--- config.mk ---
export PLATFORM = sky130hd
export DESIGN_NAME = servo_sweep_ctrl
export DESIGN_NICKNAME = d
export VERILOG_FILES = /design/src/rtl/servo_sweep_ctrl.sv
export SDC_FILE = /design/constraint.sdc
export NUM_CORES = 1
export LEC_CHECK = 0
export CAP_MARGIN = 10
export CELL_PAD_IN_SITES_DETAIL_PLACEMENT = 0
export CELL_PAD_IN_SITES_GLOBAL_PLACEMENT = 1
export CORE_UTILIZATION = 46
export CTS_CLUSTER_DIAMETER = 80
export CTS_CLUSTER_SIZE = 24
export DETAILED_ROUTE_END_ITERATION = 10
export HOLD_SLACK_MARGIN = 0.03
export PLACE_DENSITY = 0.83
export SLEW_MARGIN = 20
export SYNTH_ARGS = -nofsm -noshare
export SYNTH_HDL_FRONTEND = slang
export SYNTH_SLANG_ARGS = --single-unit
export TNS_END_PERCENT = 50
--- constraint.sdc ---
create_clock -name clk_us -period 4.04 [get_ports clk_us]
set_clock_uncertainty 0.05 [all_clocks]
set_input_delay 0.808 -clock clk_us [delete_from_list [all_inputs] [get_ports clk_us]]
set_output_delay 0.808 -clock clk_us [all_outputs]
set_load 0.01 [all_outputs]
--- src/rtl/servo_sweep_ctrl.sv ---
// servo_sweep_ctrl: multi-channel servo PWM with back-and-forth sweep, hold and slew-limited manual tracking.
// Define SERVO_SWEEP_ANTIPHASE_EN to start odd channels at MAX_US sweeping down.
module servo_sweep_ctrl #(
   parameter int CH          = 2,
   parameter int POS_W       = 11,
   parameter int CNT_W       = 15,
   parameter int PERIOD_US   = 20000,
   parameter int MIN_US      = 1000,
   parameter int MAX_US      = 2000,
   parameter int STEP_US     = 35,
   parameter int STEP_FRAMES = 10
) (
   input  logic                clk_us,
   input  logic                rst_n,
   input  logic                enable,
   input  logic [CH-1:0]       hold,
   input  logic [CH-1:0]       manual,
   input  logic [CH*POS_W-1:0] target,
   output logic [CH-1:0]       pwm_out,
   output logic [CH*POS_W-1:0] pos,
   output logic                frame_tk
);
   localparam int SW = $clog2(STEP_FRAMES + 1);
   localparam int PW = POS_W + 1;
   localparam logic [PW-1:0] MIN_E = PW'(MIN_US);
   localparam logic [PW-1:0] MAX_E = PW'(MAX_US);
   localparam logic [PW-1:0] STP_E = PW'(STEP_US);

   typedef enum logic [1:0] {UP, DOWN, HOLD, TRACK} state_t;

   logic [CNT_W-1:0] cnt_q, cnt_d;
   logic [SW-1:0]    stp_q, stp_d;
   logic             tk, ev;

   assign tk       = enable && cnt_q == CNT_W'(PERIOD_US - 1);
   assign ev       = tk && stp_q == SW'(STEP_FRAMES - 1);
   assign frame_tk = tk;

   always_comb begin
      cnt_d = (!enable || tk) ? '0 : cnt_q + 1'b1;
      stp_d = !enable ? '0 : !tk ? stp_q : ev ? '0 : stp_q + 1'b1;
   end

   always_ff @(posedge clk_us or negedge rst_n) begin
      if (!rst_n) begin
         cnt_q <= '0;
         stp_q <= '0;
      end else begin
         cnt_q <= cnt_d;
         stp_q <= stp_d;
      end
   end

   for (genvar g = 0; g < CH; g++) begin : g_ch
`ifdef SERVO_SWEEP_ANTIPHASE_EN
      localparam bit ODD = (g % 2) == 1;
`else
      localparam bit ODD = 1'b0;
`endif
      logic [POS_W-1:0] pos_q, pos_d;
      state_t           st_q, st_d;
      logic             dn_q, dn_d;
      logic             pwm_q;
      logic [PW-1:0]    p, t, tgt, up_v, dn_v;
      logic             d;

      always_comb begin
         p     = {1'b0, pos_q};
         t     = {1'b0, target[g*POS_W +: POS_W]};
         tgt   = t < MIN_E ? MIN_E : t > MAX_E ? MAX_E : t;
         up_v  = p + STP_E >= MAX_E ? MAX_E : p + STP_E;
         dn_v  = p < MIN_E + STP_E ? MIN_E : p - STP_E;
         // direction after leaving TRACK is derived from where tracking left the servo
         d     = st_q == TRACK ? p == MAX_E : dn_q;
         pos_d = pos_q;
         st_d  = st_q;
         dn_d  = dn_q;
         if (ev) begin
            if (manual[g]) begin
               st_d  = TRACK;
               pos_d = POS_W'(p < tgt ? (tgt - p > STP_E ? p + STP_E : tgt)
                                      : (p - tgt > STP_E ? p - STP_E : tgt));
            end else if (hold[g]) begin
               st_d = HOLD;
               dn_d = d;
            end else begin
               pos_d = POS_W'(d ? dn_v : up_v);
               dn_d  = d ? dn_v != MIN_E : up_v == MAX_E;
               st_d  = dn_d ? DOWN : UP;
            end
         end
      end

      always_ff @(posedge clk_us or negedge rst_n) begin
         if (!rst_n) begin
            pos_q <= POS_W'(ODD ? MAX_US : MIN_US);
            st_q  <= ODD ? DOWN : UP;
            dn_q  <= ODD;
            pwm_q <= 1'b0;
         end else begin
            pos_q <= pos_d;
            st_q  <= st_d;
            dn_q  <= dn_d;
            pwm_q <= enable && (32'(cnt_q) < 32'(pos_q));
         end
      end

      assign pwm_out[g]             = pwm_q;
      assign pos[g*POS_W +: POS_W]  = pos_q;
   end
endmodule
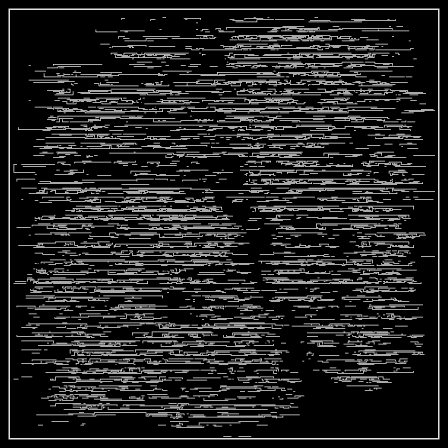
Figure 1: the metal 1 layer.
- longest straight run: 30.8 um
- main direction: horizontal
- wire length on this layer: 11200 um
- nets with wire on the layer: 1180

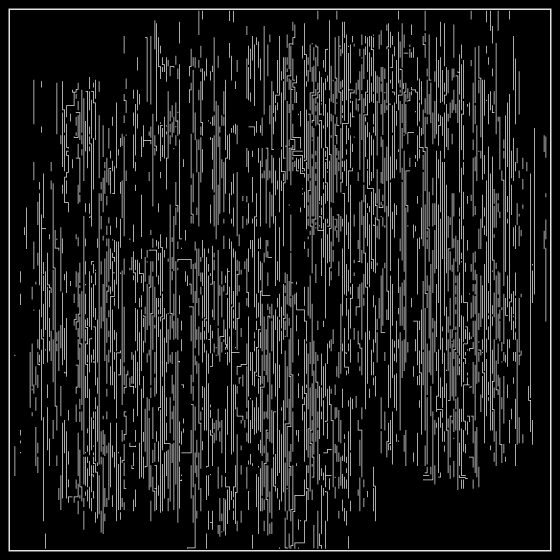
Figure 2: met2 routing.
- wire length on this layer: 11900 um
- main direction: vertical
total length of routed wires: 25700 um
vias: 8442
met2 capacity usage during global routing: 50.3%

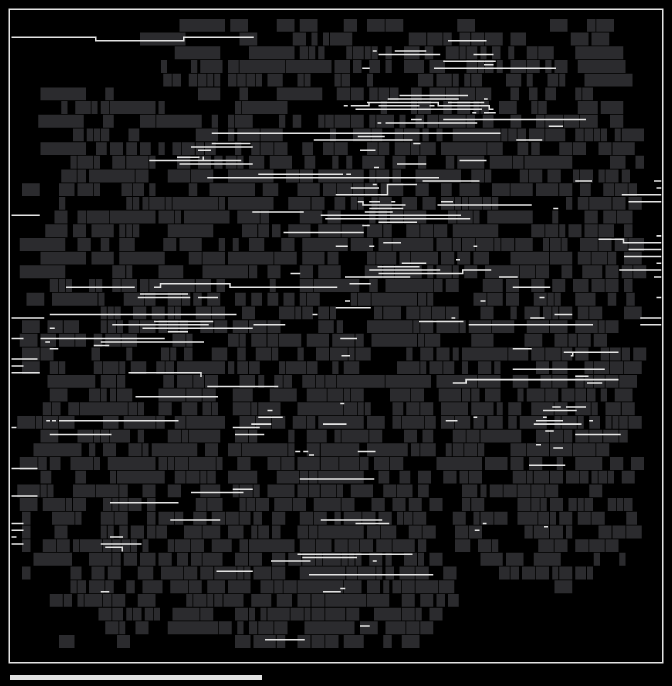
Figure 3: metal 3.
The bar under the picture is 50 um long.
- share of all routed wire: 5.9%
- main direction: horizontal
- nets with wire on the layer: 136
global-route met3 utilization: 4.13%

==> notes.md <==
Implementation results

The TritonCTS buffer count is 5. The worst path in the final design needs a cycle of between 4 and 5 ns, including I/O delays and setup. Per the final layout report, the fraction of cells sized above drive strength 1 comes to 29.7%.

On the reported timing paths, the clock transition at the registers reads 0.08 ns. Data on the critical path is required at its endpoint by 4.20 ns. The stage delay of the slowest cell on the critical path is roughly 0.6 ns.

The buffer depth of the longest clock path is 2. The launch point of the worst min-delay path is recorded as g_ch[1].st_q[0]$_DFFE_PN0P_. The OpenROAD report gives the critical path a data arrival time of 4.37 ns. The antenna diode count is 0. The total of warnings raised by yosys is 0. Per the run summary, max-cap violations total 0. Note that the worst hold path type here is flop to flop.

The count of nets left with antenna violations once routing finished came out at 0. Registers represent a cell area share of around an eighth. Yosys reports a chip area of 7480 sq um. The setup TNS is -1.06 ns. The proportion of synthesized area in mux cells is 1.99%. Overall power consumption after layout is estimated at 1460 uW. The flow inserted 216 tap cells. The largest net degree at the start of global routing is 33. The final weighted congestion in routability-driven placement is 0.949. The layout report lists the non-clock buffer share of cell area as 19.3%. For reference, the placement row count at floorplan is roughly 46. The synthesized area is 7480 sq um. The quantity of I/O buffers inserted on ports is 53. The relative slew slack is 46.7%.

The library cells used most frequently in the layout, excluding fill and tap cells, are 185 x sky130_fd_sc_hd__buf_4, 85 x sky130_fd_sc_hd__nor2_1, 73 x sky130_fd_sc_hd__nand2_1, 64 x sky130_fd_sc_hd__a21oi_1, 60 x sky130_fd_sc_hd__ha_1. The analysis reports a worst IR drop on VDD of 0.155 mV. The kind of start point of the critical path is a primary input. The worst-path maximum fanout is 8.

After the last flow step, the layout net total stands at about 1300. The net count after synthesis is 1087. After detailed placement, the design holds a cell count of 1377. The number of buffers other than clock buffers in the final layout is approximately 250. The maximum clock rate is 238 MHz. The compound-cell area share of the yosys netlist is 32.4%. The HPWL after detailed placement is 19700 um. The clock sink count is 49. The beginning of the worst register-to-register path is g_ch[1].pos_q[7]$_DFFE_PN1P_. The number of antenna violations at the first check in global routing is 0. The script parses the final routing iteration and logs DRC violations as 0. Total power normalized to cell area comes to 146 nW/um^2. For reference, the critical path is captured by g_ch[1].pos_q[10]$_DFFE_PN0P_. Of the total synthesized cell area, the portion taken by XOR and XNOR cells is 6.22%. The die covers between 15000 and 20000 sq um. Measured on the final layout, the clock distribution area share stands at 1.55%. Looking at the clock tree report, the root buffer type is sky130_fd_sc_hd__clkbuf_16. Looking at the setup timing report, the critical path kind is primary input to flop. The worst hold path endpoint is g_ch[1].st_q[0]$_DFFE_PN0P_. The most used logic cell in the final layout is sky130_fd_sc_hd__buf_4.

The critical path depth in cells is 15. The final reports fail on setup timing. The share of cell area taken by multi-input logic gates is between 60% and 70%.

The core box area is 15900 sq um. The layout overhead on the synthesized area is 33.8%. The kind of end point of the critical path is a flop. The run finished, with violations left. Setup repair after global routing could not meet its margin everywhere. The first routing iteration left between 600 and 700 violations. STA on the placed design reports a worst setup slack of -0.858 ns.

The number of different library cells used by synthesis comes to 96. The startpoint of the most critical setup path is target[16]. For this run, the detailed router's first-pass iteration total came to 5. Counting pins that exceed their max-slew limit in the final report gives 0. The via count of the first global-routing pass is 7899.

The post-synthesis average cell area is 7.61 sq um. The main flop type after synthesis is sky130_fd_sc_hd__dfrtp_1. The count of flip-flops with a built-in enable after synthesis is 0.

Measured along the y axis, the die boundary spans 130 um. The total congestion overflow after global routing is 0. The final report lists the setup-violating endpoint count as 11. Per the post-synthesis report, the number of cells in the design is 983. The clock tree from TritonCTS is built. In this design, the critical path's most frequently occurring cell is sky130_fd_sc_hd__buf_4. The OpenROAD warning count is 60. Buffers added to address setup during post-CTS repair amount to 9.

The initial core utilization is 47.1%. Once the clock tree was built, the resizer swapped between 100 and 150 gates to a different size. The skew report gives the latency at the later pin of the worst-skew pair as 0.30 ns.

The critical path in the final layout is reported with a setup slack of -0.164 ns. Across all hold checks on the routed design, the worst slack comes to 0.426 ns. Grouping non-sequential cells by family puts the most area in AND-OR/OR-AND gates. Of the total synthesized cell area, the portion taken by AND, OR, NAND and NOR gates is 22.4%.

The H-tree was split into 2 levels. The average detailed-routed wire length per instance is 18.3 um. Per the OpenROAD floorplan log, the width of the die is 130 um.

The length in cells of the worst reg-to-reg path is 9. The transition time at the pin with the least slew margin is 0.800 ns. In this design, the largest share of critical-path delay is due to AND-OR/OR-AND gates.

The final cell count without fillers is 1400.
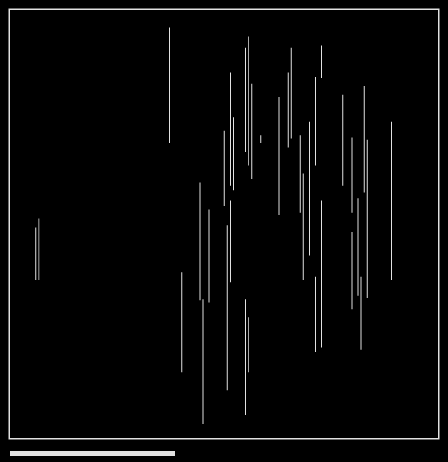
Figure 4: metal 4.
The bar under the picture is 50 um long.
- nets with wire on the layer: 35
- share of all routed wire: 4.0%
- wire length on this layer: 1040 um

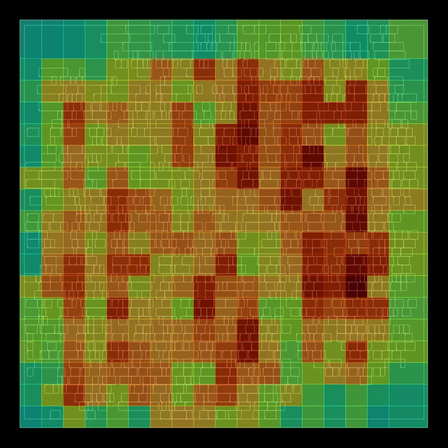
Figure 5: congestion heat map.
Final Util: 63.0%
grt peak-use layer: met2
fraction of met1 tracks used by global routing: 38.8%
total global-route track usage: 30.1%

per-layer routing:
metal | up-vias | track usage (%) | wire (um)
li1 | 4027 | - | -
met1 | 4014 | 38.8 | 11200
met2 | 320 | 50.3 | 11900
met3 | 81 | 4.13 | 1530
met4 | 0 | 13.4 | 1040
met5 | - | 0 | 0
power breakdown:
group / switching, uW / internal, uW / leakage [uW] / total, uW
Combinational: 249 / 241 / 0.00383 / 490
Clock: 218 / 250 / 0.0000735 / 468
Sequential: 4.56 / 494 / 0.000608 / 499
Total: 472 / 985 / 0.00451 / 1460
state kept, by name, summed over array words and instances (netlist names):
name / cells
g_ch.pos_q: 22
cnt_q: 15
g_ch.st_q: 4
stp_q: 4
g_ch.dn_q: 2
g_ch.pwm_q: 2
Yosys cell counts (13+ instances only):
library cell,number,share of area [%]
sky130_fd_sc_hd__nor2_1,87,4.4
sky130_fd_sc_hd__nand2_1,77,3.9
sky130_fd_sc_hd__a21oi_1,73,4.9
sky130_fd_sc_hd__ha_1,71,12
sky130_fd_sc_hd__inv_1,70,3.5
sky130_fd_sc_hd__o21ai_0,53,3.5
sky130_fd_sc_hd__xnor2_1,41,4.8
sky130_fd_sc_hd__dfrtp_1,37,12
sky130_fd_sc_hd__a21o_1,30,3.0
sky130_fd_sc_hd__clkbuf_1,24,1.2
sky130_fd_sc_hd__nand3_1,22,1.5
sky130_fd_sc_hd__buf_2,21,1.4
sky130_fd_sc_hd__nand2b_1,19,1.6
sky130_fd_sc_hd__nor3_1,19,1.3
sky130_fd_sc_hd__o22ai_1,16,1.3
sky130_fd_sc_hd__a211oi_1,14,1.4
sky130_fd_sc_hd__and2_1,14,1.2
sky130_fd_sc_hd__o211ai_1,14,1.4
sky130_fd_sc_hd__a31oi_1,13,1.1
Power is estimated from default activity; no workload was simulated.
